==> src/rtl/stuck_pkg.sv <==
// Shared types and constants for the stuck-at BIST controller and its MISR.
package stuck_pkg;

    typedef enum logic [1:0] {
        IDLE = 2'd0,
        RUN  = 2'd1,
        DONE = 2'd2
    } state_e;

    localparam logic [15:0] DEF_POLY = 16'h1021;
    localparam logic [15:0] DEF_SEED = 16'h0000;

    // Number of exhaustive vectors applied to an n_in-input circuit.
    function automatic int unsigned vec_count(input int unsigned n_in);
        return 32'd1 << n_in;
    endfunction

endpackage

==> src/rtl/stuck_misr.sv <==
// Multiple-input signature register: one response bit absorbed per enabled cycle.
module stuck_misr
    import stuck_pkg::*;
#(
    parameter int               SIG_W = 16,
    parameter logic [SIG_W-1:0] POLY  = SIG_W'(DEF_POLY),
    parameter logic [SIG_W-1:0] SEED  = SIG_W'(DEF_SEED)
) (
    input  logic             clk,
    input  logic             rst,
    input  logic             load,
    input  logic             en,
    input  logic             d_in,
    output logic [SIG_W-1:0] sig
);

    logic [SIG_W-1:0] sig_q;
    logic [SIG_W-1:0] sig_d;

    function automatic logic [SIG_W-1:0] misr_step(input logic [SIG_W-1:0] s, input logic d);
        return {s[SIG_W-2:0], 1'b0} ^ (s[SIG_W-1] ? POLY : '0) ^ {{(SIG_W-1){1'b0}}, d};
    endfunction

    always_comb begin
        sig_d = sig_q;
        if (load) begin
            sig_d = SEED;
        end else if (en) begin
            sig_d = misr_step(sig_q, d_in);
        end
    end

    always_ff @(posedge clk or posedge rst) begin
        if (rst) begin
            sig_q <= SEED;
        end else begin
            sig_q <= sig_d;
        end
    end

    assign sig = sig_q;

endmodule

==> src/rtl/stuck_bist_ctrl.sv <==
// Exhaustive-pattern BIST controller for ckt: counts through all input vectors,
// compacts y into a MISR and flags pass/fail. STUCK_RAW_CAPTURE_EN adds resp_raw.
module stuck_bist_ctrl
    import stuck_pkg::*;
#(
    parameter int               N_IN   = 6,
    parameter int               SIG_W  = 16,
    parameter logic [SIG_W-1:0] POLY   = SIG_W'(DEF_POLY),
    parameter logic [SIG_W-1:0] SEED   = SIG_W'(DEF_SEED),
    parameter logic [SIG_W-1:0] GOLDEN = '0
) (
    input  logic             clk,
    input  logic             rst,
    input  logic             start,
    input  logic             y_in,
    output logic [N_IN-1:0]  vec_out,
    output logic             vec_valid,
    output logic             busy,
    output logic             done,
    output logic             pass,
    output logic [SIG_W-1:0] signature
`ifdef STUCK_RAW_CAPTURE_EN
    ,
    output logic [(1 << N_IN)-1:0] resp_raw
`endif
);

    localparam logic [N_IN-1:0] VEC_LAST = N_IN'(vec_count(N_IN) - 1);

    state_e          state_q;
    state_e          state_d;
    logic [N_IN-1:0] vec_q;
    logic [N_IN-1:0] vec_d;
    logic            load;
    logic            run;

    assign run = (state_q == RUN);

    always_comb begin
        state_d = state_q;
        vec_d   = vec_q;
        load    = 1'b0;
        case (state_q)
            IDLE, DONE: begin
                if (start) begin
                    state_d = RUN;
                    vec_d   = '0;
                    load    = 1'b1;
                end
            end
            RUN: begin
                // Natural wrap of the counter returns vec_out to 0 after the last vector.
                vec_d = vec_q + 1'b1;
                if (vec_q == VEC_LAST) begin
                    state_d = DONE;
                end
            end
            default: begin
                state_d = IDLE;
                vec_d   = '0;
            end
        endcase
    end

    always_ff @(posedge clk or posedge rst) begin
        if (rst) begin
            state_q <= IDLE;
            vec_q   <= '0;
        end else begin
            state_q <= state_d;
            vec_q   <= vec_d;
        end
    end

    stuck_misr #(
        .SIG_W (SIG_W),
        .POLY  (POLY),
        .SEED  (SEED)
    ) u_misr (
        .clk  (clk),
        .rst  (rst),
        .load (load),
        .en   (run),
        .d_in (y_in),
        .sig  (signature)
    );

`ifdef STUCK_RAW_CAPTURE_EN
    logic [(1 << N_IN)-1:0] raw_q;

    always_ff @(posedge clk or posedge rst) begin
        if (rst) begin
            raw_q <= '0;
        end else if (load) begin
            raw_q <= '0;
        end else if (run) begin
            raw_q[vec_q] <= y_in;
        end
    end

    assign resp_raw = raw_q;
`endif

    assign vec_out   = vec_q;
    assign vec_valid = run;
    assign busy      = run;
    assign done      = (state_q == DONE);
    assign pass      = done && (signature == GOLDEN);

endmodule

==> config.mk <==
export PLATFORM = sky130hd
export DESIGN_NAME = stuck_bist_ctrl
export DESIGN_NICKNAME = d
export VERILOG_FILES = /design/src/rtl/stuck_pkg.sv /design/src/rtl/stuck_misr.sv /design/src/rtl/stuck_bist_ctrl.sv
export SDC_FILE = /design/constraint.sdc
export NUM_CORES = 1
export LEC_CHECK = 0
export CAP_MARGIN = 40
export CELL_PAD_IN_SITES_DETAIL_PLACEMENT = 1
export CELL_PAD_IN_SITES_GLOBAL_PLACEMENT = 2
export CORE_MARGIN = 2
export CORE_UTILIZATION = 27
export DETAILED_ROUTE_END_ITERATION = 8
export PLACE_DENSITY = 0.7
export RECOVER_POWER = 100
export SLEW_MARGIN = 20
export SYNTH_ARGS = -nofsm -noshare
export SYNTH_HDL_FRONTEND = slang
export SYNTH_SLANG_ARGS = --single-unit
==> constraint.sdc <==
create_clock -name clk -period 1.2 [get_ports clk]
set_input_delay 0.24 -clock clk [delete_from_list [all_inputs] [get_ports clk]]
set_output_delay 0.24 -clock clk [all_outputs]
set_load 0.02 [all_outputs]
**Run 1: pin placement**

Pins as bars across the die edge, other pins in gray.
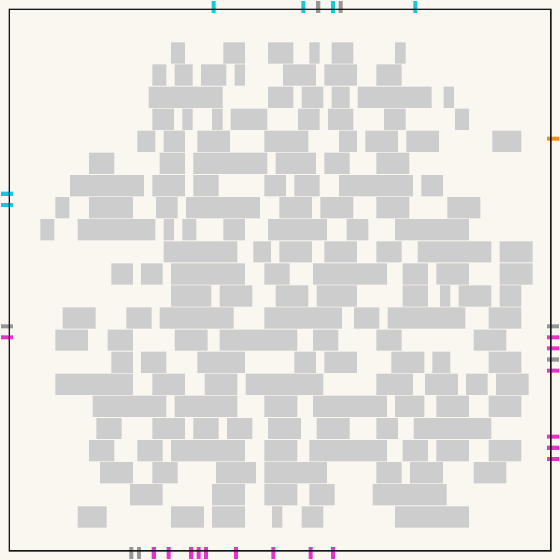
[orange] rst | pins: 1 | direction: input | edge: right
[magenta] signature | pins: 16 | direction: output | edge: 9 bottom, 6 right, 1 left
[cyan] vec_out | pins: 6 | direction: output | edge: 4 top, 2 left
all pins by edge: 11 bottom, 9 right, 6 top, 4 left

**Run 1: cell outlines without signal wires**

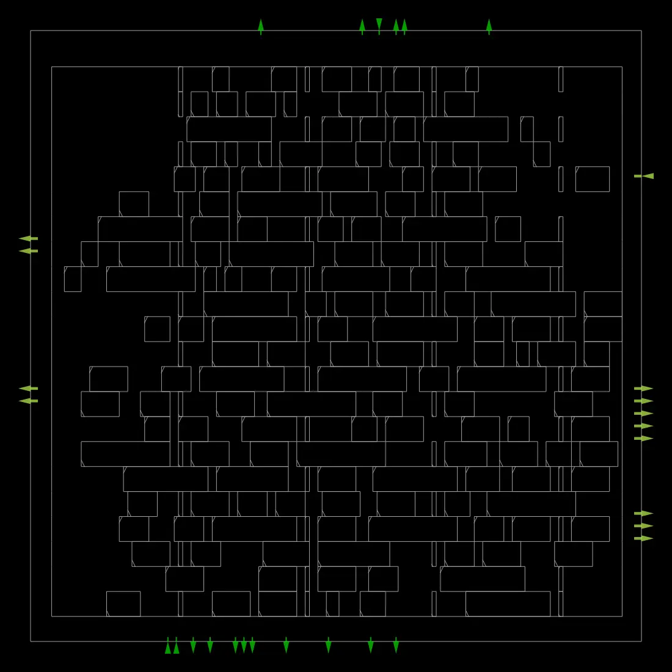
flip-flop and latch share of the layout cell area: 0.311
Rows: 22
count of sequential standard cells: 24
share of the core filled with cells: 0.528
Placeable Area: 0.00372 mm²

**Run 1: routed clock nets over the placement**

Scale bar: 20 µm.
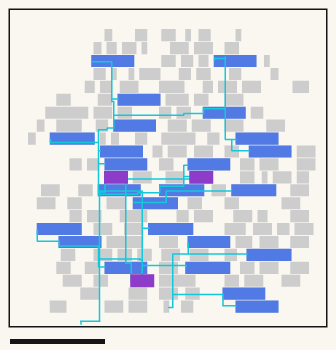
[blue] flip-flops | count: 24
[cyan] clock wires | length: 346 µm
[purple] clock-net drivers | count: 3
routed clock nets: 4

**Run 1: signal wires on met3**

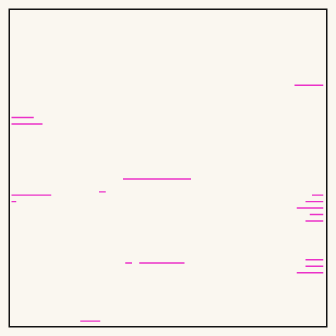
longest straight run: 14.0 µm
nets with wire on the layer: 16
share of all routed wire: 2.3%
wire length on this layer: 83.3 µm
main direction: horizontal

==> run 1: cell families (layout without fill, tap and decap cells) <==
group           count (synthesis)  in the layout  synth area share
fa+ha+maj                       1              1            0.0119
flops                          24             24             0.569
buf+inv                         9             81            0.0557
xor+xnor                        3              3            0.0249
compound gates                 30             30             0.235
simple gates                   19             19             0.103
==> run 1: worst register-to-register path: cells and delay by family, from the launching register on <==
kind / cells / cell delay [ns]
compound gates: 2 / 0.27
buf+inv: 6 / 0.65
flops: 1 / 0.40
simple gates: 1 / 0.08
==> run 1: metal layers <==
metal	global-route usage	vias to the layer above	routed length (µm)
met3	0.0152	4	83
met2	0.301	20	1830
met5	0	-	0
met1	0.245	525	1710
met4	0.0689	0	44
li1	-	468	-
==> flow_summary_export.csv, run 1 <==
group,metric,value,unit
global_routing,grt_pass1_vias,1127,
cells_and_area,clock_buffers,4,
pwr,cell_internal_pwr,0.00324,W
cells_and_area,largest_register_ff_count,16,
cells_and_area,layout-drive-gt1-share,0.614,
cells_and_area,largestClassByArea,"non-clock buffers",
yosys,ys.warnings.count,0,
pwr,clock_power,0.000521,W
final_timing,period_used_share,1.33,
clock_network,hold_buffers,0,
routing,dr_total_vias,1017,
pwr,power.ir.vdd_worst,1.01,mV
setup_path,cp-startpoint,"u_misr.sig[8]$_DFFE_PP0P_",
cells_and_area,multiInputGateArea,504,µm²
floorplanning,io_count,30,
pwr,power.sequential.total,0.00156,W
placed_design,place_hpwl,2140,µm
clock_network,post_cts_resize_count,161,
cells_and_area,comb-cell-share,0.257,
routing,vias_per_cell,4.94,
setup_path,cpLargestDelayFamily,"simple AND/OR/NAND/NOR gates",
final_timing,rsz0062_at_grt,"yes",
clock_network,cts.path.max_buffers,2,
outcome,outcome,"complete, but fails checks",
hold_path,min_delay_path_depth,2,
run,maxCapViolCount,0,
clock_network,cts_setup_buffers,17,
setup_path,required,0.96,ns
cells_and_area,comb_cells,53,
global_routing,grt_util_all_layers,0.181,
placed_design,numPlacedInstances,185,
cells_and_area,final-clk-cell-share,0.0230,
final_timing,postLayoutSetupSlackWorst,-0.402,ns
yosys,synth.cell_area,0.00105,mm²
yosys,ys_async_sr_fraction,1.00,
hold_path,hold_path_end,"state_q[0]$_DFFE_PP0P_",
placed_design,post-place-ws,-0.629,ns
yosys,synth-area-yosys,0.00105,mm²
clock_network,clk-insertion-delay-late,0.27,ns
yosys,yosys.cell_types.count,29,
floorplanning,fp.dieH,66.5,µm
cells_and_area,design.final.nets,164,
setup_path,cp_cell_sequence,"nor4_1 -> nand2_1 -> nor2_4 -> buf_6",
final_timing,setup_violations,33,
placed_design,placement.cell_area,0.00163,mm²
cells_and_area,lay_top_cells,"buf_6, a22o_1, buf_4",
yosys,syn-num-nets,91,
clock_network,cts_tree,"yes",
pwr,power.share.combinational,0.611,
setup_path,timing.critical_path.slowest_cell_delay,0.42,ns
global_routing,overflow_left_after_global_routing,0,
pwr,total_switching_power,0.00211,W
cells_and_area,final-nonclk-buf-share,0.366,
yosys,synthTopCellsByArea,"dfrtp_1, a22o_1, xor2_1",
yosys,synthesis_stage_register_bit_count,24,
floorplanning,die_area,0.00442,mm²
setup_path,worst_path_fanout_max,2,
setup_path,r2r_slack,-0.26,ns
outcome,violations,"setup timing",
yosys,yosys.area.top_type_share,0.569,
pwr,comb_cell_power,0.00327,W
routing,drt_wl_total,3680,µm
pwr,pwr-share-seq,0.292,
run,stage_log_warnings,29,
setup_path,worstReg2RegStart,"state_q[0]$_DFFE_PP0P_",
final_timing,setup-tns-final,-5.43,ns
cells_and_area,mostFrequentLayoutCell,"buf_6",
--- run 2 (diff from run 1) ---
--- a/config.mk
+++ b/config.mk
@@ -13,7 +13,6 @@
 export DETAILED_ROUTE_END_ITERATION = 8
 export PLACE_DENSITY = 0.7
 export RECOVER_POWER = 100
-export SLEW_MARGIN = 20
 export SYNTH_ARGS = -nofsm -noshare
 export SYNTH_HDL_FRONTEND = slang
 export SYNTH_SLANG_ARGS = --single-unit
**Run 2: routed clock nets over the placement**

Scale bar: 20 µm.
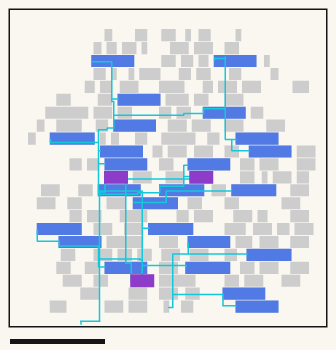
[cyan] clock wires | length: 346 µm
[purple] clock-net drivers | count: 3
[blue] flip-flops | count: 24
routed clock nets: 4

==> run 2 against run 1 <==
Largest power group unchanged. Clock power is essentially flat. The run still ends with setup timing left. Wire length is the same. Combinational power is essentially flat. Clock skew is the same. Largest cell class unchanged. Utilization is the same. Die area is the same.
==> flow_summary_export.csv, run 2 <==
group,metric,value,unit
pwr,comb_cell_power,0.00327,W
placed_design,placement.cell_area,0.00163,mm²
outcome,violations,"setup timing",
global_routing,grt_pass1_vias,1127,
hold_path,hold_path_end,"state_q[0]$_DFFE_PP0P_",
yosys,synthesis_stage_register_bit_count,24,
cells_and_area,seq-cell-share,0.311,
routing,drt_wl_total,3680,µm
final_timing,rsz0062_at_grt,"yes",
global_routing,gr-usage-met1,0.245,
floorplanning,die_area,0.00442,mm²
cells_and_area,layout-drive-gt1-share,0.614,
yosys,simple_gate_share,0.103,
floorplanning,io_count,30,
yosys,ys_async_sr_fraction,1.00,
yosys,yosys.area.top_type_share,0.569,
global_routing,layer_with_the_highest_usage_after_global_routing,"met2",
clock_network,clk-insertion-delay-late,0.27,ns
cells_and_area,design.final.nets,164,
pwr,pwr-share-seq,0.292,
yosys,muxShareOfSynthArea,0,
global_routing,gr-usage-met3,0.0152,
cells_and_area,final-nonclk-buf-share,0.366,
routing,route.met3.wl,83,µm
cells_and_area,multiInputGateArea,504,µm²
setup_path,cpLargestDelayFamily,"simple AND/OR/NAND/NOR gates",
yosys,synthAdderAreaFrac,0.0119,
pwr,power.ir.vdd_worst,1.01,mV
pwr,cell_internal_pwr,0.00324,W
hold_path,min_delay_path_depth,2,
clock_network,post_cts_resize_count,161,
global_routing,grt_util_all_layers,0.181,
clock_network,cts.path.max_buffers,2,
yosys,yosys.area_share.aoi,0.235,
final_timing,postLayoutSetupSlackWorst,-0.402,ns
yosys,syn-num-nets,91,
setup_path,r2r_slack,-0.26,ns
outcome,outcome,"complete, but fails checks",
yosys,synthTopCellsByArea,"dfrtp_1, a22o_1, xor2_1",
placed_design,place_hpwl,2140,µm
floorplanning,fp.coreArea,0.00372,mm²
floorplanning,rows,22,
pwr,power.share.combinational,0.611,
run,maxCapViolCount,0,
cells_and_area,lay_top_cells,"buf_6, a22o_1, buf_4",
routing,vias_per_cell,4.94,
setup_path,timing.critical_path.slowest_cell_delay,0.42,ns
routing,top_signal_layer_used,"met4",
yosys,yosys.cell_types.count,29,
cells_and_area,largestClassByArea,"non-clock buffers",
clock_network,cts_tree,"yes",
cells_and_area,comb_cells,53,
routing,dr_total_vias,1017,
pwr,power.sequential.total,0.00156,W
cells_and_area,final-clk-cell-share,0.0230,
pwr,total_switching_power,0.00211,W
yosys,synth.cell_area,0.00105,mm²
clock_network,hold_buffers,0,
yosys,logic_family,"AND-OR/OR-AND gates",
final_timing,setup_violations,33,
cells_and_area,largest_register_ff_count,16,
run,stage_log_warnings,29,
cells_and_area,mostFrequentLayoutCell,"buf_6",
routing,met2_wirelength,1830,µm
global_routing,overflow_left_after_global_routing,0,
final_timing,setup-tns-final,-5.43,ns
cells_and_area,seq_cell_count,24,
yosys,xor_area_frac,0.0249,
**Run 2: pin placement**

Pins as bars across the die edge, other pins in gray.
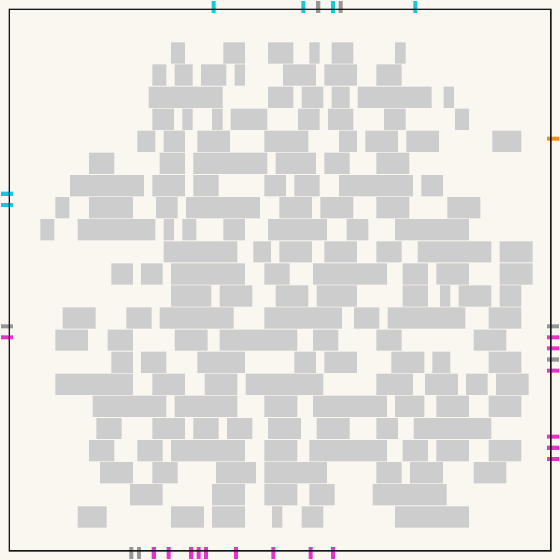
[orange] rst | pins: 1 | direction: input | edge: right
[magenta] signature | pins: 16 | direction: output | edge: 9 bottom, 6 right, 1 left
[cyan] vec_out | pins: 6 | direction: output | edge: 4 top, 2 left
all pins by edge: 11 bottom, 9 right, 6 top, 4 left

-- run 2: cell counts after synthesis --
Identical to the previous run, type by type.
-- run 2: how the worst max path moves through the flow --
stage	from	end	slack, ns	depth (start not counted)
2_1_floorplan	u_misr.sig[7]$_DFFE_PP0P_	pass	-0.06	3
3_3_place_gp	u_misr.sig[3]$_DFFE_PP0P_	pass	-0.60	4
3_5_place_dp	u_misr.sig[3]$_DFFE_PP0P_	pass	-0.63	4
4_1_cts	u_misr.sig[2]$_DFFE_PP0P_	pass	-0.40	4
5_1_grt	u_misr.sig[6]$_DFFE_PP0P_	pass	-0.49	4
6_report	u_misr.sig[8]$_DFFE_PP0P_	pass	-0.40	4
Power figures rest on the tool's default switching activity, not on a simulated workload.
